### src/rtl/vending_pkg.sv
// Shared types and helpers for the vending controller.
package vending_pkg;

  typedef enum logic [1:0] {
    StIdle   = 2'd0,
    StCredit = 2'd1,
    StVend   = 2'd2,
    StChange = 2'd3
  } vend_state_e;

  localparam logic [1:0] CoinNickel  = 2'd0;
  localparam logic [1:0] CoinDime    = 2'd1;
  localparam logic [1:0] CoinQuarter = 2'd2;
  localparam logic [1:0] CoinForeign = 2'd3;

  localparam int unsigned CoinValW = 8;

  // Credit value of a coin code; foreign coins are worth nothing.
  function automatic logic [CoinValW-1:0] coin_value(input logic [1:0] code);
    logic [CoinValW-1:0] val;
    val = '0;
    unique case (code)
      CoinNickel:  val = 8'd5;
      CoinDime:    val = 8'd10;
      CoinQuarter: val = 8'd25;
      default:     val = 8'd0;
    endcase
    return val;
  endfunction

endpackage

### src/rtl/vending_stock.sv
// Per-item stock counter: reload on reset/restock, saturating decrement.
module vending_stock
  import vending_pkg::*;
#(
  parameter int unsigned STOCK_W    = 4,
  parameter int unsigned INIT_STOCK = 5
) (
  input  logic clk,
  input  logic rst,
  input  logic reload,
  input  logic dec,
  output logic zero
);

  logic [STOCK_W-1:0] count_q;

  // Count state; the zero guard keeps the counter from wrapping.
  always_ff @(posedge clk) begin
    if (rst || reload) begin
      count_q <= STOCK_W'(INIT_STOCK);
    end else if (dec && (count_q != '0)) begin
      count_q <= count_q - 1'b1;
    end
  end

  assign zero = (count_q == '0);

endmodule

### src/rtl/vending_ctrl.sv
// Vending controller: coin credit, selection check, vend pulse, change return.
module vending_ctrl
  import vending_pkg::*;
#(
  parameter int unsigned CREDIT_W   = 8,
  parameter int unsigned PRICE      = 15,
  parameter int unsigned NUM_ITEMS  = 4,
  parameter int unsigned STOCK_W    = 4,
  parameter int unsigned INIT_STOCK = 5,
  localparam int unsigned ITEM_W    = $clog2(NUM_ITEMS)
) (
  input  logic                 clk,
  input  logic                 rst,
  input  logic                 coin_valid,
  input  logic [1:0]           coin_code,
  input  logic                 sel_valid,
  input  logic [ITEM_W-1:0]    sel_item,
  input  logic                 cancel,
  input  logic                 restock,
  output logic                 vend_valid,
  output logic [ITEM_W-1:0]    vend_item,
  output logic                 change_valid,
  output logic [CREDIT_W-1:0]  change_amt,
  output logic [CREDIT_W-1:0]  credit,
  output logic                 coin_reject,
  output logic                 sel_err,
  output logic [NUM_ITEMS-1:0] sold_out,
  output logic                 busy
);

  vend_state_e          state_q;
  logic [NUM_ITEMS-1:0] stock_zero;
  logic [NUM_ITEMS-1:0] stock_dec;
  logic                 stock_reload;
  logic [CREDIT_W:0]    coin_sum;
  logic                 coin_fits;
  logic                 sel_ok;
  logic                 sel_accept;

  // Decode coin arithmetic, selection acceptance and stock strobes.
  always_comb begin
    coin_sum     = {1'b0, credit} + (CREDIT_W+1)'(coin_value(coin_code));
    coin_fits    = !coin_sum[CREDIT_W] && (coin_code != CoinForeign);
    sel_ok       = (32'(sel_item) < NUM_ITEMS) && !stock_zero[sel_item] &&
                   (credit >= CREDIT_W'(PRICE));
    // Cancel outranks selection in CREDIT, so a cancelled cycle never vends.
    sel_accept   = (state_q == StCredit) && !cancel && sel_valid && sel_ok;
    stock_reload = (state_q == StIdle) && restock;
    stock_dec    = '0;
    for (int i = 0; i < int'(NUM_ITEMS); i++) begin
      stock_dec[i] = sel_accept && (32'(sel_item) == i);
    end
  end

  for (genvar g = 0; g < int'(NUM_ITEMS); g++) begin : g_stock
    vending_stock #(
      .STOCK_W    (STOCK_W),
      .INIT_STOCK (INIT_STOCK)
    ) u_stock (
      .clk    (clk),
      .rst    (rst),
      .reload (stock_reload),
      .dec    (stock_dec[g]),
      .zero   (stock_zero[g])
    );
  end

  // Main FSM with all outputs registered; pulses default low every cycle.
  always_ff @(posedge clk) begin
    if (rst) begin
      state_q      <= StIdle;
      credit       <= '0;
      vend_valid   <= 1'b0;
      vend_item    <= '0;
      change_valid <= 1'b0;
      change_amt   <= '0;
      coin_reject  <= 1'b0;
      sel_err      <= 1'b0;
      busy         <= 1'b0;
      sold_out     <= {NUM_ITEMS{INIT_STOCK == 0}};
    end else begin
      vend_valid   <= 1'b0;
      change_valid <= 1'b0;
      change_amt   <= '0;
      coin_reject  <= 1'b0;
      sel_err      <= 1'b0;
      busy         <= 1'b0;
      sold_out     <= stock_zero;
      unique case (state_q)
        StIdle: begin
          if (sel_valid) sel_err <= 1'b1;
          if (coin_valid) begin
            if (coin_fits) begin
              credit  <= coin_sum[CREDIT_W-1:0];
              state_q <= StCredit;
            end else begin
              coin_reject <= 1'b1;
            end
          end
        end
        StCredit: begin
          if (cancel) begin
            change_valid <= 1'b1;
            change_amt   <= credit;
            credit       <= '0;
            busy         <= 1'b1;
            state_q      <= StChange;
          end else if (sel_valid) begin
            if (sel_ok) begin
              vend_valid <= 1'b1;
              vend_item  <= sel_item;
              credit     <= credit - CREDIT_W'(PRICE);
              busy       <= 1'b1;
              state_q    <= StVend;
            end else begin
              sel_err <= 1'b1;
            end
          end else if (coin_valid && coin_fits) begin
            credit <= coin_sum[CREDIT_W-1:0];
          end
          // Any coin not credited above is handed back.
          if (coin_valid && (cancel || sel_valid || !coin_fits)) coin_reject <= 1'b1;
        end
        StVend: begin
          if (coin_valid) coin_reject <= 1'b1;
          if (sel_valid) sel_err <= 1'b1;
          if (credit != '0) begin
            change_valid <= 1'b1;
            change_amt   <= credit;
            credit       <= '0;
            busy         <= 1'b1;
            state_q      <= StChange;
          end else begin
            state_q <= StIdle;
          end
        end
        StChange: begin
          if (coin_valid) coin_reject <= 1'b1;
          if (sel_valid) sel_err <= 1'b1;
          state_q <= StIdle;
        end
        default: state_q <= StIdle;
      endcase
    end
  end

endmodule

### config.mk
export PLATFORM = sky130hd
export DESIGN_NAME = vending_ctrl
export DESIGN_NICKNAME = d
export VERILOG_FILES = /design/src/rtl/vending_pkg.sv /design/src/rtl/vending_stock.sv /design/src/rtl/vending_ctrl.sv
export SDC_FILE = /design/constraint.sdc
export NUM_CORES = 1
export LEC_CHECK = 0
export ABC_AREA = 1
export CORE_ASPECT_RATIO = 0.8
export CORE_UTILIZATION = 25
export CTS_CLUSTER_DIAMETER = 100
export CTS_CLUSTER_SIZE = 16
export DETAILED_ROUTE_END_ITERATION = 7
export GPL_TIMING_DRIVEN = 0
export PLACE_DENSITY = 0.49
export SLEW_MARGIN = 5
export SYNTH_ARGS = -nofsm -noshare
export SYNTH_HDL_FRONTEND = slang
export SYNTH_SLANG_ARGS = --single-unit
### constraint.sdc
create_clock -name clk -period 2.15 [get_ports clk]
set_input_delay 0.3225 -clock clk [delete_from_list [all_inputs] [get_ports clk]]
set_output_delay 0.3225 -clock clk [all_outputs]
set_load 0.02 [all_outputs]
run_1/congestion.png
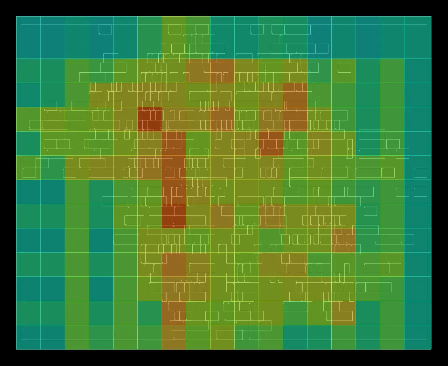
wire length per cell after detailed routing: 12.5 um
combined global-route utilization of all metal layers: 0.131

run_1/clk_routes.png
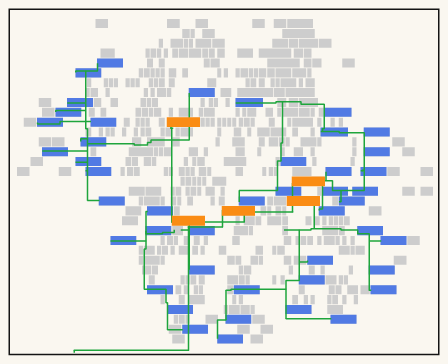
[clock wires] green | length: 633 um
[flip-flops] blue | count: 45
[clock drivers] orange | count: 5
routed clock nets: 6
clock insertion delay at the later pin of the skew report: 0.28 ns
Clk network pwr share: 0.210
maximum clock skew at final layout: 0.00941 ns
reported clock group power: 784 uW

==> Flow_metrics.wiki, run 1 <==
=== Synthesis and place and route ===
{| class="wikitable"
! Metric !! Value
|-
| Final hold vios || 0
|-
| Cell leakage power || around 1.6 nW
|-
| Leading post-synthesis cells by instance count || 79 x nand2_1, 46 x inv_1, 45 x dfxtp_1
|-
| Cell depth of the worst flop-to-flop path || 14
|-
| Sequential cell area || between 900 and 1000 um^2
|-
| Area after DPL || 3240 um^2
|-
| Kind of cell with the highest combined delay on the critical path || simple AND/OR/NAND/NOR gates
|-
| Cell count in the Yosys report || roughly 380
|-
| Power consumption || around 3.7 mW
|-
| Top cell type by total area after synthesis || dfxtp_1
|-
| Met3 track demand over resource in global routing || 0.0229
|-
| Top-count cell post-synth || nand2_1
|-
| Relative area of clock buffers and inverters in the final design || 0.0424
|-
| Number of combinational gates with multiple inputs || 271
|-
| Pre-CTS setup slack || -0.796 ns
|-
| OpenROAD warning count || 36
|-
| Root Buffer Master || clkbuf_16
|-
| DR vias || about 2500
|-
| H-tree levels || 2
|-
| Cells along the critical path || buf_8 > inv_8 > ha_4 > nor2_2 > nor2_2 > ha_2 > inv_2 > fa_2 > inv_2 > nand2_2 > nand2_2 > nand3_2 > nand4_1 > nand2_2 > nand3_4 > buf_4 > nand2_1 > nand2_1 > nor2_1
|-
| Detailed-route DRC error count || 0
|-
| Switching share of power || 0.417
|-
| Yosys chip area || approximately 2700 um^2
|-
| CTS tree || done
|-
| Total clock sinks || 45
|-
| Share of synthesized cell area in full adder, half adder and majority cells || 0.105
|-
| Met1 usage || 0.197
|-
| Clock transition at the register clock pins on the worst setup and hold paths after CTS || ~0.060 ns
|-
| Yosys warns || 0
|-
| Vias in the first global route || around 2300
|-
| Endpoint of the lowest-slack register-to-register path || credit[0]
|-
| Final WL || about 7100 um
|-
| Number of antenna repair diodes || 0
|-
| Setup slack of the most critical reg-to-reg path || approximately 0.16 ns
|-
| Post-synthesis instance area || approximately 2700 um^2
|-
| Yosys reg bits || 45
|-
| Maximum fanout along the worst path || 5
|-
| Total Die Area || 11200 um^2
|-
| Max-Cap Viols || 0
|-
| Most flop-heavy register || g_stock.u_stock.count_q
|-
| Slew margin rel. || 0.644
|-
| Count of flip-flops and latches || 45
|-
| Number of nets with antenna violations after routing || 0
|-
| Post-detailed-route via-to-cell ratio || approximately 4.4
|-
| IR drop worst, VDD || 381 uV
|-
| Cell types occupying the most area after synthesis || dfxtp_1 33%, nand2_1 11%, ha_1 9.7%
|-
| Non-clock inverter count in the final layout || roughly 53
|-
| Synthesized area per cell || just over 7 um^2
|-
| Fillers || approximately 1100
|-
| Parity-gate share of the synthesized area counting xor and xnor cells || 0.0357
|-
| Uppermost layer routed || met4
|-
| Combinational share of cell area || 0.449
|-
| Initial core utilization || 0.260
|-
| Pint || about 2.2 mW
|-
| Startpoint kind of the worst setup timing path || input pin
|-
| Unique cell type count in the Yosys netlist || 32
|-
| Antenna violations before repair || 0
|-
| Detailed Place HPWL || 5340 um
|-
| NonClk Buf Share || 0.149
|-
| Comb area leader || simple AND/OR/NAND/NOR gates
|-
| RR Startpoint || credit[0]
|-
| Register share of total power || 0.278
|-
| Total overflow reported by the global router || 0
|-
| Slew @ Worst Pin || approximately 0.53 ns
|-
| Period utilisation layout || 0.948
|-
| Final max-slew violation count || 0
|-
| Crit path required time || 2.33 ns
|-
| Setup repair after global routing missed its margin || yes
|-
| Area occupied by multi-input gates || roughly 1600 um^2
|-
| Seq area share || 0.251
|-
| Delay of the slowest critical-path stage || approximately 0.34 ns
|-
| Post-route design area || approximately 3600 um^2
|-
| Flip-flop cell with the highest count after synthesis || dfxtp_1
|-
| Final nets || around 460
|-
| Global-route wire length before repair || 11500 um
|-
| Syn_nets || slightly above 400
|-
| Power density over the cells || roughly 1000 nW/um^2
|-
| Number of flops mapped to enable cells by yosys || 0
|-
| Min-delay src || g_stock[0].u_stock.count_q[1]
|-
| Number of placed instances, taps included || roughly 550
|-
| Destination of the worst hold path || g_stock[0].u_stock.count_q[1]
|-
| Critical path endpoint category || flop
|-
| Total of plain and repair buffers excluding clock buffers || 54
|-
| N_taps || ~140
|-
| Hold buffer count at CTS || 0
|-
| Final setup margin || ~0.11 ns
|-
| Classification of the worst setup path || input pin to flop
|-
| Summed negative setup slack over all endpoints || 0 ns
|-
| Metal-1 WL || between 3000 and 4000 um
|-
| Maximum clock frequency || slightly below 0.5 GHz
|-
| CP most frequent cell || nand2_2
|-
| Met2 routed WL || 2910 um
|-
| Final std cells w/o fill || between 500 and 600
|-
| Sequential-to-total area share from yosys stat || 0.334
|-
| Top cell type's share of synthesized area || 0.334
|-
| Post-CTS Setup Inserts || 10
|-
| Total CTS buffers || 5
|-
| WP buf/inv || 5
|-
| Area growth from synthesis to layout || 33.7%
|-
| DR pass1 iterations || 4
|-
| Slowest-stage cell, CP || fa_2
|-
| Most used routing layer in global routing || met1
|-
| Buffer levels on the longest clock path || 2
|-
| Largest register FFs || 16
|-
| CTS resizes || 18
|-
| Time the worst path needs with I/O delays and setup || between 2 and 2.5 ns
|-
| Run status || finished, final reports clean
|-
| Layout clock buffers || 6
|-
| Hold slack || 0.478 ns
|-
| Synthesized netlist cell count || 375
|-
| Largest area class, layout || combinational gates
|-
| Ratio of cells with drive above 1 in the final layout || 0.172
|-
| Crit path arrival time || ~2.2 ns
|-
| Met2 Usage GRT || 0.187
|-
| Simple-Gate Fraction of Synth Area || 0.337
|-
| Regs by FF count || g_stock.u_stock.count_q x16, change_amt x8, credit x8
|-
| Worst Hold Class || flop to flop
|-
| Iteration-0 DRC count of the detailed router || 162
|-
| Hold Path Depth || 2
|-
| Count of endpoints failing setup in the final report || 0
|-
| Area share of and-or/or-and cells after synthesis || 0.0975
|}
run_1/placement_by_type.png
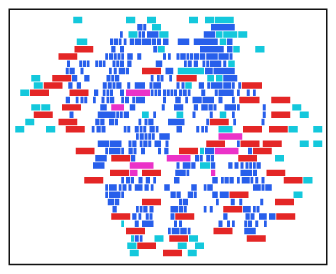
[combinational and other logic] blue | cells: 324
[clock drivers and dummy loads] magenta | cells: 8
[sequential cells] red | cells: 45
[remaining buffers and delay cells] cyan | cells: 54
Placeable Area: 10400 um^2
core utilization of the finished layout: 0.348

run_1/io_placement.png
Pins as bars across the die edge, other pins in grey.
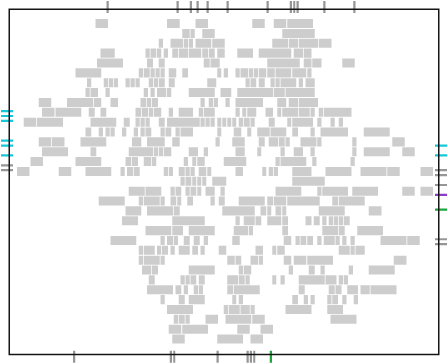
[`vend_item`] green | pins: 2 | direction: output | edge: 1 right, 1 bottom
[`vend_valid`] purple | pins: 1 | direction: output | edge: right
[`change_amt`] cyan | pins: 8 | direction: output | edge: 6 left, 2 right
all pins by edge: 12 top, 9 right, 8 left, 8 bottom
Chip Height: 94.9 um
quantity of I/O buffers inserted on ports: 36
die boundary width: 118 um

## run 1: power by group through the flow
stage | registers [mW] | logic, mW | clock network [mW]
2_1_floorplan | 1.10 | 1.13 | 0
3_3_place_gp | 1.05 | 1.67 | 0
3_5_place_dp | 1.05 | 1.66 | 0
4_1_cts | 1.03 | 1.86 | 0.809
5_1_grt | 1.05 | 2.14 | 0.838
6_report | 1.04 | 1.91 | 0.784
## run 1: worst max path at each step
stage                endpoint  depth (start not counted)         start  slack [ns]
finish              credit[0]                         19  coin_code[0]        0.11
floorplan           credit[6]                         18  coin_code[0]        0.02
global placement    credit[5]                         19  coin_code[0]       -0.73
CTS                 credit[6]                         19  coin_code[0]        0.02
global route        credit[7]                         19  coin_code[0]       -0.03
detailed placement  credit[6]                         19  coin_code[0]       -0.80
## run 1: worst register-to-register path: stages, from the launching register on
cell	delay (ns)
dfxtp_2	0.39
ha_2	0.21
inv_2	0.04
fa_2	0.34
inv_2	0.06
nand2_2	0.04
nand2_2	0.08
nand3_2	0.06
nand4_1	0.13
nand2_2	0.10
nand3_4	0.14
buf_4	0.13
nand2_1	0.05
nand2_1	0.07
nor2_1	0.04
## run 1: placed cells by master, fill, tap and decap left out, types with 3 or more instances in the layout
cell / count
clkbuf_16: 5
nand2_2: 10
o211ai_1: 6
ha_4: 3
nor3_1: 12
nand2_1: 73
nor2_2: 7
a21oi_1: 22
xnor2_1: 5
dfxtp_1: 42
nand4_1: 10
nor2_1: 39
o21ai_0: 10
inv_1: 42
clkdlybuf4s50_1: 34
inv_2: 9
nand3_1: 30
nand3_2: 6
ha_1: 17
xor2_1: 6
dfxtp_2: 3
buf_4: 11
run_1/wires.png
Only two layers are drawn.
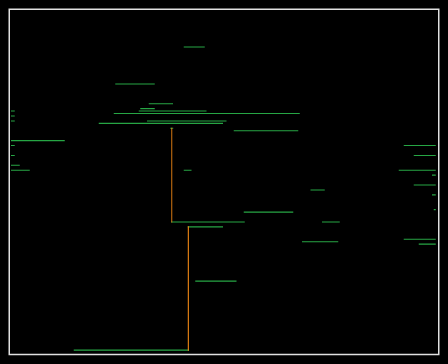

==> run 2, diff against run 1 <==
--- a/config.mk
+++ b/config.mk
@@ -16,4 +16,5 @@
 export SLEW_MARGIN = 5
 export SYNTH_ARGS = -nofsm -noshare
 export SYNTH_HDL_FRONTEND = slang
+export SYNTH_HIERARCHICAL = 1
 export SYNTH_SLANG_ARGS = --single-unit
run_2/wires.png
Only two layers are drawn.
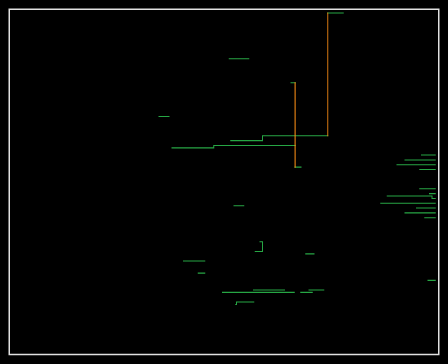
[metal 3] green | wire length: 222 um
[metal 4] orange | wire length: 58.5 um
final WL: 6820 um
combined global-route utilization of all metal layers: 0.122
DR vias: 2601

run_2/io_placement.png
Pins as bars across the die edge, other pins in grey.
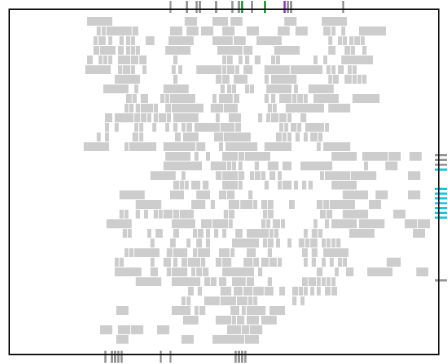
[`vend_item`] green | pins: 2 | direction: output | edge: top
[`change_amt`] cyan | pins: 8 | direction: output | edge: right
[`vend_valid`] purple | pins: 1 | direction: output | edge: top
all pins by edge: 14 top, 12 right, 11 bottom
die boundary width: 121 um
Chip Height: 97.1 um

==> run 2 against run 1 <==
Net effect:
- final area increased by 5.6%
- clock skew decreased by 0.0053 ns
- flip-flop count unchanged
- first-iteration DRC count decreased by 15%
- highest routed layer unchanged
- largest power group unchanged
- die area increased by 4.7%
==> Flow_metrics.wiki, run 2 <==
=== Synthesis and place and route ===
{| class="wikitable"
! Metric !! Value
|-
| Final nets || between 400 and 500
|-
| Final hold vios || 0
|-
| Sequential-to-total area share from yosys stat || 0.319
|-
| Time the worst path needs with I/O delays and setup || 2.06 ns
|-
| Parity-gate share of the synthesized area counting xor and xnor cells || 0.0124
|-
| Synthesized netlist cell count || 401
|-
| Final RePlAce weighted congestion || slightly above 0.8
|-
| Final max-slew violation count || 0
|-
| Placement Rows || 34
|-
| Sequential cell area || roughly 900 um^2
|-
| Syn_nets || between 400 and 500
|-
| Root Buffer Master || clkbuf_16
|-
| Unique cell type count in the Yosys netlist || 32
|-
| Antenna violations before repair || 0
|-
| Buffer levels on the longest clock path || 2
|-
| Area share of and-or/or-and cells after synthesis || 0.0651
|-
| Switching share of power || 0.409
|-
| Flip-flop cell with the highest count after synthesis || dfxtp_1
|-
| Detailed Place HPWL || roughly 5200 um
|-
| Maximum clock frequency || between 0.4 and 0.5 GHz
|-
| Post-synthesis instance area || between 2000 and 3000 um^2
|-
| Cell count in the Yosys report || around 400
|-
| Number of nets with antenna violations after routing || 0
|-
| Pre-CTS setup slack || -0.756 ns
|-
| IR drop worst, VDD || about 330 uV
|-
| Power consumption || 3.94 mW
|-
| Ratio of cells with drive above 1 in the final layout || 0.240
|-
| Initial core utilization || 0.258
|-
| Pint || 2.33 mW
|-
| Post-detailed-route via-to-cell ratio || ~4.3
|-
| Most flop-heavy register || g_stock.u_stock/count_q
|-
| Max-Cap Viols || 0
|-
| Clock insertion delay at the later pin of the skew report || 0.28 ns
|-
| DR pass1 iterations || 4
|-
| Global-route wire length before repair || ~12000 um
|-
| WP buf/inv || 4
|-
| Quantity of I/O buffers inserted on ports || 36
|-
| Number of flops mapped to enable cells by yosys || 0
|-
| Delay of the slowest critical-path stage || around 0.35 ns
|-
| H-tree levels || 2
|-
| Run status || finished, final reports clean
|-
| CP most frequent cell || nand2_4
|-
| Maximum clock skew at final layout || 0.00413 ns
|-
| Met3 track demand over resource in global routing || 0.0200
|-
| Most frequent standard cell in the layout excluding fill and tap cells || nand2_1
|-
| Yosys chip area || about 2800 um^2
|-
| Met2 Usage GRT || 0.188
|-
| Worst Hold Class || flop to flop
|-
| Clk network pwr share || 0.245
|-
| Hold buffer count at CTS || 0
|-
| Count of endpoints failing setup in the final report || 0
|-
| Area occupied by multi-input gates || ~1800 um^2
|-
| Hold slack || between 0.4 and 0.5 ns
|-
| Share of total power in combinational logic || 0.472
|-
| Vias in the first global route || about 2500
|-
| Total clock sinks || 45
|-
| Slowest-stage cell, CP || fa_2
|-
| Reported net switching power || 1.61 mW
|-
| Startpoint kind of the worst setup timing path || input pin
|-
| Kind of cell with the highest combined delay on the critical path || simple AND/OR/NAND/NOR gates
|-
| Synthesized area per cell || a little over 7 um^2
|-
| Regs by FF count || g_stock.u_stock/count_q x16, change_amt x8, credit x8
|-
| Most used routing layer in global routing || met2
|-
| Fillers || approximately 1100
|-
| Maximum fanout along the worst path || 6
|-
| Iteration-0 DRC count of the detailed router || approximately 140
|-
| Total overflow reported by the global router || 0
|-
| Critical path endpoint category || flop
|-
| Clock transition at the register clock pins on the worst setup and hold paths after CTS || 0.06 ns
|-
| Share of synthesized cell area in full adder, half adder and majority cells || 0.100
|-
| Detailed-route DRC error count || 0
|-
| OpenROAD warning count || 35
|-
| Number of antenna repair diodes || 0
|-
| Slew margin rel. || 0.581
|-
| Cells along the critical path || buf_6 > inv_4 > ha_4 > nor2_1 > nor2_2 > ha_2 > inv_2 > fa_2 > inv_2 > nand2_2 > nand2_4 > nand3_4 > nand4_4 > nand2_2 > nand2_4 > nand2_4 > nand2_4 > nand2_1 > nand2_1 > nor2_2
|-
| Leading post-synthesis cells by instance count || 89 x nand2_1, 61 x nor2_1, 48 x inv_1
|-
| I/O pin total || 37
|-
| Top cell type by total area after synthesis || dfxtp_1
|-
| Simple-Gate Fraction of Synth Area || 0.414
|-
| Wire length per cell after detailed routing || roughly 11 um
|-
| Cell leakage power || about 1.7 nW
|-
| Multiplexer area fraction after synthesis || 0
|-
| Top cells excl fill/tap || 82 x nand2_1, 55 x nor2_1, 42 x inv_1
|-
| Crit path arrival time || between 2 and 2.5 ns
|-
| Slew @ Worst Pin || about 0.63 ns
|-
| Met1 usage || 0.176
|-
| Pin count of the biggest net entering global routing || 15
|-
| Largest register FFs || 16
|-
| Period utilisation layout || 0.959
|-
| Register share of total power || 0.283
|-
| Hold Path Depth || 2
|-
| Placeable Area || roughly 11000 um^2
|-
| Yosys warns || 6
|-
| Final setup margin || ~0.089 ns
|-
| Comb area leader || simple AND/OR/NAND/NOR gates
|-
| Area growth from synthesis to layout || 34.7%
|-
| Cell depth of the worst flop-to-flop path || 10
|-
| Top-count cell post-synth || nand2_1
|-
| Yosys reg bits || about 45
|-
| Top cell type's share of synthesized area || 0.319
|-
| Power density over the cells || between 1000 and 1500 nW/um^2
|-
| Levels on crit path || 20
|-
| Classification of the worst setup path || input pin to flop
|-
| Cell types occupying the most area after synthesis || dfxtp_1 32%, nand2_1 12%, ha_1 9.3%
|-
| CTS tree || done
|-
| Crit path required time || between 2 and 2.5 ns
|-
| Synth async-reset ratio || 0
|-
| Total Die Area || roughly 12000 um^2
|-
| Total CTS buffers || 5
|}
-- run 2: layout make-up --
cell class | instances | area share
plain buffers | 3 | 0.00592
multi-input cells | 292 | 0.482
repair buffers | 46 | 0.114
flip-flops and latches | 45 | 0.239
clock inverters | 3 | 0.0171
well taps | 144 | 0.0474
clock buffers | 5 | 0.0329
inverters | 61 | 0.0615
-- run 2: per-layer routing --
metal | share of wire | routed length (um) | vias to the layer above
met2 | 0.44 | 3010 | 42
met1 | 0.52 | 3530 | 1174
li1 | - | - | 1380
met3 | 0.033 | 222 | 5
met5 | 0 | 0 | -
met4 | 0.0085 | 58 | 0
-- run 2: power groups by stage --
stage                     sequential, mW  clock (mW)  combinational [mW]
after global placement              1.13           0                1.74
after global routing                1.14        1.03                2.06
after detailed placement            1.13           0                1.74
after CTS                           1.12       0.996                1.79
final                               1.11       0.966                1.86
after floorplan                     1.17           0                1.18
-- run 2: final timing paths --
kind         slack [ns]         start            to
max                0.09  coin_code[0]     credit[5]
min                0.46  vend_item[0]  vend_item[0]
max reg2reg        0.13     credit[3]     credit[4]
min reg2reg        0.46  vend_item[0]  vend_item[0]
-- run 2: timing repair --
action	4_1_cts	5_1_grt
pin swaps	5	11
resized	26	40
gates cloned	0	0
setup buffers	4	6
setup endpoints to repair	25	30
-- run 2: cell families after synthesis --
logic type,after synthesis
DFF,45
and+or+nand+nor,236
adders and majority gates,22
AOI/OAI and AO/OA,30
xor gates and xnor gates,4
buffers and inverters,64
-- run 2: metrics by stage --
step | cells | instance area (um^2) | setup TNS [ns] | utilization
after floorplan | 401 | 2830 | 0 | -
after global placement | 581 | 3370 | -11.84 | 0.308
after detailed placement | 581 | 3370 | -12.24 | 0.308
after CTS | 593 | 3640 | 0 | 0.333
after global routing | 599 | 3800 | -0.135 | 0.348
final | 599 | 3800 | 0 | 0.348
run_2/clk_routes.png
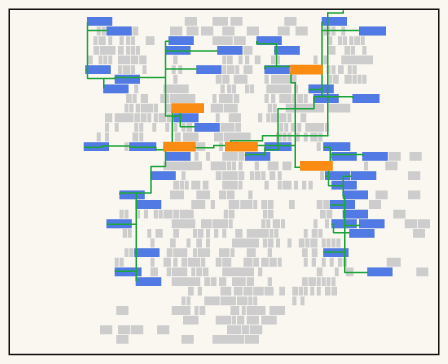

==> run 3, diff against run 2 <==
--- a/config.mk
+++ b/config.mk
@@ -5,14 +5,15 @@
 export SDC_FILE = /design/constraint.sdc
 export NUM_CORES = 1
 export LEC_CHECK = 0
-export ABC_AREA = 1
+export ABC_AREA = 0
 export CORE_ASPECT_RATIO = 0.8
-export CORE_UTILIZATION = 25
+export CORE_UTILIZATION = 49
 export CTS_CLUSTER_DIAMETER = 100
 export CTS_CLUSTER_SIZE = 16
 export DETAILED_ROUTE_END_ITERATION = 7
 export GPL_TIMING_DRIVEN = 0
-export PLACE_DENSITY = 0.49
+export HOLD_SLACK_MARGIN = 0.05
+export PLACE_DENSITY = 0.81
 export SLEW_MARGIN = 5
 export SYNTH_ARGS = -nofsm -noshare
 export SYNTH_HDL_FRONTEND = slang
run_3/clk_routes.png
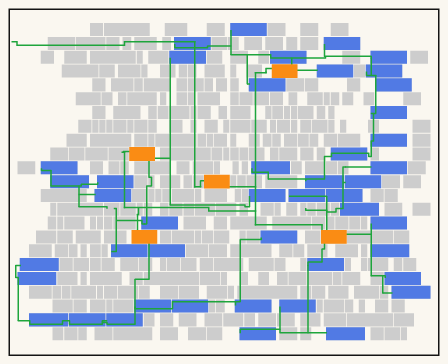
[clock drivers] orange | count: 5
[clock wires] green | length: 608 um
[flip-flops] blue | count: 45
routed clock nets: 6
maximum clock skew at final layout: 0.00596 ns
Clk network pwr share: 0.180
reported clock group power: 663 uW
clock insertion delay at the later pin of the skew report: 0.31 ns

==> run 3 against run 2 <==
Net effect:
- the flow now finishes with violations (design-rule violations, negative setup slack)
- maximum frequency is 25% lower
- setup slack worse by 0.69 ns
- global-route usage is 14 points higher
- clock skew is 0.0018 ns higher
- cell count is 25% lower
- register-to-register slack worse by 0.73 ns
- largest power group unchanged
- sequential share of layout area is 0.51 points lower
==> Flow_metrics.wiki, run 3 <==
=== Synthesis and place and route ===
{| class="wikitable"
! Metric !! Value
|-
| Maximum clock frequency || between 0.3 and 0.4 GHz
|-
| N_taps || just over 60
|-
| Placeable Area || a little over 5000 um^2
|-
| Most frequent standard cell in the layout excluding fill and tap cells || dfxtp_1
|-
| Top cell type's share of synthesized area || 0.340
|-
| Met3 track demand over resource in global routing || 0.0562
|-
| Combined global-route utilization of all metal layers || 0.264
|-
| Buffer levels on the longest clock path || 2
|-
| Die boundary width || roughly 84 um
|-
| Final max-slew violation count || 0
|-
| Share of synthesized cell area in full adder, half adder and majority cells || 0.107
|-
| Initial core utilization || 0.520
|-
| Top cell type by total area after synthesis || dfxtp_1
|-
| NonClk Buf Share || 0.186
|-
| Iteration-0 DRC count of the detailed router || between 200 and 300
|-
| Hold slack || 0.467 ns
|-
| Slew margin rel. || 0.390
|-
| Top-count cell post-synth || dfxtp_1
|-
| Violated checks || design-rule violations, negative setup slack
|-
| Final hold vios || 0
|-
| Leading post-synthesis cells by instance count || 45 x dfxtp_1, 27 x nand2_1, 27 x nor2_1
|-
| Final setup margin || -0.599 ns
|-
| Total of plain and repair buffers excluding clock buffers || between 70 and 80
|-
| Synthesized netlist cell count || between 300 and 400
|-
| Chip Height || slightly below 70 um
|-
| Quantity of I/O buffers inserted on ports || 36
|-
| Detailed-route DRC error count || 8
|-
| Wire length per cell after detailed routing || roughly 17 um
|-
| Syn_nets || 339
|-
| Final nets || 419
|-
| IR drop worst, VDD || approximately 500 uV
|-
| Synth async-reset ratio || 0
|-
| Antenna violations before repair || 0
|-
| Unique cell type count in the Yosys netlist || approximately 56
|-
| Parity-gate share of the synthesized area counting xor and xnor cells || 0.00992
|-
| Area growth from synthesis to layout || 47.5%
|-
| Yosys warns || 6
|-
| Hold buffer count at CTS || 0
|-
| CTS tree || done
|-
| Synthesized area per cell || ~8.6 um^2
|-
| Period utilisation layout || 1.28
|-
| Run status || finished, violations left
|-
| Area occupied by multi-input gates || 1960 um^2
|-
| Cell leakage power || between 1.5 and 2 nW
|-
| Time the worst path needs with I/O delays and setup || 2.75 ns
|-
| Summed negative setup slack over all endpoints || -9.24 ns
|-
| Met2 Usage GRT || 0.445
|-
| Number of nets with antenna violations after routing || 0
|-
| Area share of and-or/or-and cells after synthesis || 0.188
|-
| Power density over the cells || about 940 nW/um^2
|-
| Relative area of clock buffers and inverters in the final design || 0.0285
|-
| Post-route design area || just under 4000 um^2
|-
| Crit path required time || ~2.4 ns
|-
| Cell types occupying the most area after synthesis || dfxtp_1 34%, ha_1 9.9%, a21oi_1 4.7%
|-
| Setup repair after global routing missed its margin || yes
|-
| Clock transition at the register clock pins on the worst setup and hold paths after CTS || roughly 0.090 ns
|-
| Startpoint kind of the worst setup timing path || flop
|-
| Count of endpoints failing setup in the final report || 26
|-
| Post-detailed-route via-to-cell ratio || around 5.9
|-
| Most flop-heavy register || g_stock.u_stock/count_q
|}
run_3/by_instance.png
Other cells in grey.
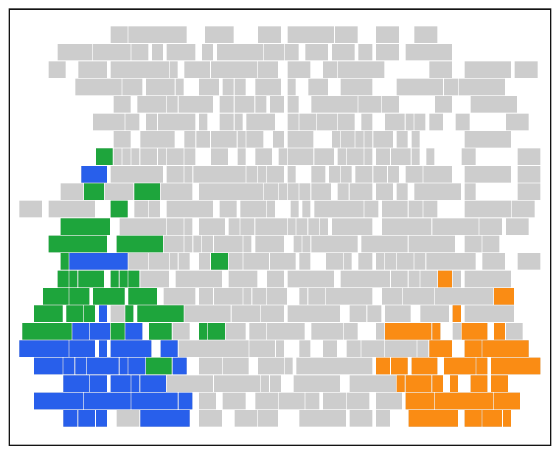
[`g_stock[3].u_stock`] green | cells: 30
[`g_stock[2].u_stock`] blue | cells: 31 | where: bottom left
[`g_stock[1].u_stock`] orange | cells: 29 | where: bottom right
not coloured: 298
core utilization of the finished layout: 0.767
final std cells w/o fill: 450
Total Die Area: 5710 um^2

## run 3: cell count changes after synthesis, moves of 9 or more
cell / delta
inv_1: -26
nor2_1: -34
and2_1: +9
and3_2: +10
a21oi_1: +14
nand3_1: -26
nand2_2: -10
inv_2: -13
nand2_1: -62
## run 3: power breakdown
group          switching [mW]  internal (mW)  total, mW
Clock                   0.313          0.349      0.663
Sequential              0.123          0.933       1.06
Combinational            1.13          0.836       1.96
Total                    1.56           2.12       3.68
## run 3: repair_timing
action,4_1_cts,5_1_grt
gates resized,43,28
pin swaps,29,20
cloned,0,0
setup endpoints to repair,28,31
setup buffers,29,10
## run 3: how the worst max path moves through the flow
stage,slack [ns],end,from
2_1_floorplan,-0.50,g_stock[1].u_stock/count_q[3],g_stock[3].u_stock/count_q[0]
3_3_place_gp,-1.33,credit[2],coin_code[1]
3_5_place_dp,-1.35,credit[2],coin_code[1]
4_1_cts,-0.62,g_stock[2].u_stock/count_q[3],g_stock[3].u_stock/count_q[0]
5_1_grt,-0.67,g_stock[2].u_stock/count_q[3],g_stock[3].u_stock/count_q[1]
6_report,-0.60,g_stock[2].u_stock/count_q[3],g_stock[3].u_stock/count_q[0]
## run 3: logic make-up after synthesis
group / after synthesis
fa+ha+maj: 22
compound gates: 77
xor+xnor: 3
simple gates: 131
flops: 45
mux: 1
buf+inv: 28
## run 3: per-layer routing
metal,part of all wire,vias to the layer above
met5,0,-
met4,0.021,0
met3,0.070,22
met2,0.48,110
met1,0.43,1276
li1,-,1266
## run 3: worst max-delay path: stages (launching register included)
cell	delay, ns
dfxtp_2	0.35
inv_2	0.04
ha_4	0.16
or3b_4	0.23
inv_2	0.04
mux4_2	0.50
a211oi_4	0.21
and2_4	0.22
nand2_4	0.06
nor2_4	0.13
or4b_4	0.52
nand3_4	0.09
o31ai_4	0.06
Power is estimated from default activity; no workload was simulated.
